### Clock network drawn from the DEF

Drawn at 2 px/um.
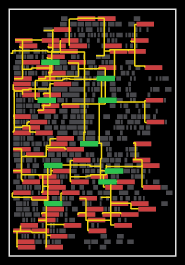
### Metal 4

Drawn at 3 px/um.
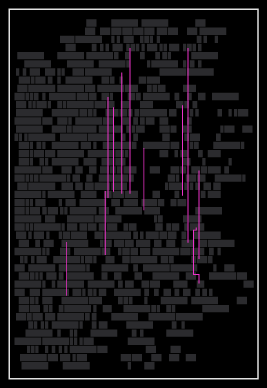
### Signal wires by layer

Drawn at 3 px/um.
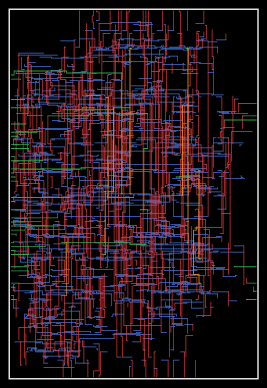
Design seq_divider_flat, sky130hd; sources not shown.
==> impl_metrics.json <==
{
  "final_common_cell": "sky130_fd_sc_hd__nand2_1",
  "synth_sequential_area_ratio_pct": 49.3,
  "tritoncts_clock_tree": "built",
  "die_y_extent_um": 123,
  "grt_pass1_vias": 3530,
  "synth.avg_cell_area_um2": 9.66,
  "synthArstFlopShare_pct": 100,
  "first_pass_grt_wire_length_mm": 17.1,
  "post-synth-top-count-cell": "sky130_fd_sc_hd__nand2_1",
  "finalSetupTns_ns": 0,
  "cts_root_buf": "sky130_fd_sc_hd__clkbuf_16",
  "timing.critical_path.buf_inv": 1,
  "synthToLayoutAreaGrowth_pct": 28.5,
  "xor_xnor_share_pct": 3.04,
  "cts_sinks": 86,
  "ys_sh_simple_pct": 14.2,
  "number_of_warnings_issued_by_yosys": 0,
  "highest_metal_layer_with_signal_wires": "met4",
  "main_area_contributors_after_synthesis": "sky130_fd_sc_hd__dfrtp_1 (49%), sky130_fd_sc_hd__nand2_1 (8.4%), sky130_fd_sc_hd__mux2i_1 (6.6%)",
  "synth_area_leader_cell": "sky130_fd_sc_hd__dfrtp_1",
  "globalplace.congestion": 0.866,
  "detail_route.vias_per_cell": 5.38,
  "tightest_slew_ns": 0.779,
  "biggest_cell_delay_along_the_critical_path_ns": 0.38,
  "setup_ws_ns": 0.0761,
  "globalRoute.busiestLayer": "met2",
  "detailed_place.area_um2": 5210,
  "synth-edff-count": 0,
  "worst_slew_margin_rel_pct": 48.0,
  "post_cts_resized": 5,
  "cts-buffers-inserted": 9,
  "post_synth_main_logic_family": "AND-OR/OR-AND gates",
  "net_count_of_the_mapped_netlist": 505,
  "finalNetCount": 578,
  "drt_first_iter_violations": 136,
  "yosys_cells": 452,
  "floorplan_row_count": 43,
  "met3RoutedLength_um": 397,
  "crit_arrival_ns": 3.14,
  "synth.top_cell.area_share_pct": 49.3,
  "post-route-drc-count": 0,
  "route.layer.met1.wl_mm": 4.11,
  "cts.hold.buffers_added": 0,
  "postSynth.topFlopCell": "sky130_fd_sc_hd__dfrtp_1",
  "commonest_cells_in_the_synthesized_netlist": "sky130_fd_sc_hd__nand2_1 (98), sky130_fd_sc_hd__dfrtp_1 (86), sky130_fd_sc_hd__o21ai_1 (41)",
  "timing.reg2reg.worst_path_depth": 11,
  "critical_path.startpoint_type": "flip-flop",
  "type_of_the_worst_min_delay_path": "input pin to async pin",
  "pin_count_of_the_biggest_net_entering_global_routing": 87,
  "ys_types": 45,
  "layout.cells.non_filler": 642,
  "grt_overflow": 0,
  "grt_antenna_before_repair": 0,
  "drive_above_1_share_pct": 12.1,
  "crit_cells": 11,
  "post-cts-setup-buffers": 1,
  "path_common_cell": "sky130_fd_sc_hd__mux2_4",
  "dieWidth_um": 82.4,
  "route.met2.wl_mm": 5.65,
  "synthMuxAreaShare_pct": 9.22,
  "grt.met1_usage_pct": 26.2,
  "cp_cell_sequence": "inv_2 > ha_4 > fa_2 > nand2b_4 > a21o_1 > a31oi_2 > a311o_1 > a221oi_4 > xnor2_4 > mux2_4 > mux2_4",
  "crit_slowest_cell": "sky130_fd_sc_hd__dfrtp_1",
  "globalRouteMet3Util_pct": 4.24,
  "hpwl_after_dpl_mm": 7.58,
  "clock_path_buffers": 2,
  "placeableCoreArea_um2": 9360,
  "antenna_left": 0,
  "layout_worst_path_cycle_share_pct": 97.5,
  "fp_util_pct": 46.7,
  "maxClockFrequency_mhz": 342,
  "ys_ff": 86,
  "final_hold_viol_count": 0,
  "ys_sh_aoi_pct": 14.8,
  "outcome": "complete, no violations",
  "worst-endpoint-required_ns": 3.22,
  "lay_top_cells": "sky130_fd_sc_hd__nand2_1 (98), sky130_fd_sc_hd__dfrtp_1 (86), sky130_fd_sc_hd__clkdlybuf4s50_1 (67), sky130_fd_sc_hd__o21ai_1 (36), sky130_fd_sc_hd__mux2i_1 (25)",
  "maxCapViolCount": 0,
  "port-buffer-count": 68,
  "clkSlewWorstSetupHoldPaths_ns": 0.06,
  "maximum_fanout_encountered_on_the_critical_timing_path": 6,
  "worst_setup_path_end_kind": "flip-flop",
  "final.min_clock_period_ns": 2.92,
  "post-place-cells": 623,
  "setup_repair_after_global_routing_missed_its_margin": "true",
  "hold-worst-slack_ns": 0.0194,
  "log.warning_count": 27,
  "netlist_area_um2": 4370,
  "antenna_cells_inserted": 0,
  "fillCellCount": 809,
  "postLayoutCoreUtil_pct": 60.0,
  "stdcell_area_um2": 5610,
  "detailedPlace.worstSlack_ns": -0.0396,
  "yosysChipArea_um2": 4370,
  "number_of_pins_with_negative_max_slew_slack_in_the_final_report": 0,
  "grtUsageMet2_pct": 39.9,
  "htree_levels": 3,
  "crit_type": "flip-flop to flip-flop",
  "critical-path-top-delay-family": "AND-OR/OR-AND gates",
  "synthAdderAreaFrac_pct": 5.33,
  "floorplan.io_pins": 70,
  "detailedRoute.firstPassIterationCount": 4,
  "synthCells": 452,
  "final-setup-viol-count": 0,
  "regToRegSetupSlack_ns": 0.08
}
## Picture notes: 'Clock network drawn from the DEF'
[flip-flops] red | count: 86
[cells driving clock nets] green | count: 9
[clock wires] yellow | length: 1080 um
routed clock nets: 10
flops lie: widely spread
Max Clock Skew: 0.00537 ns
clk latency late pin: 0.33 ns

## Picture notes: 'Metal 4'
share of all routed wire: 3.4%
nets with wire on the layer: 10
final wirelength: 10.5 mm
via count of the routed design: 3457

## Picture notes: 'Signal wires by layer'
[met2] red | wire length: 5650 um
[met3] green | wire length: 398 um
[met4] orange | wire length: 354 um
[met1] blue | wire length: 4110 um
overall routing resource usage: 22.8%
detailed-route wire length per cell: 16.4 um

[cells by family (layout without fill, tap and decap cells)]
| logic type | after synthesis | after routing |
|---|---|---|
| xor+xnor | 13 | 13 |
| compound gates | 108 | 108 |
| buf+inv | 46 | 124 |
| fa+ha+maj | 18 | 18 |
| mux | 38 | 38 |
| simple gates | 142 | 142 |
| flops | 86 | 86 |
| other cells | 1 | 1 |
[final cells by class]
cell class              count  area, um^2  share of cell area [%]
well taps                 112         140                    2.50
repair buffers             87         836                    14.9
clock buffers              12         256                    4.57
clock inverters             4        28.8                   0.513
flip-flops and latches     86        2150                    38.3
multi-input cells         320        2120                    37.8
inverters                  21        78.8                    1.40
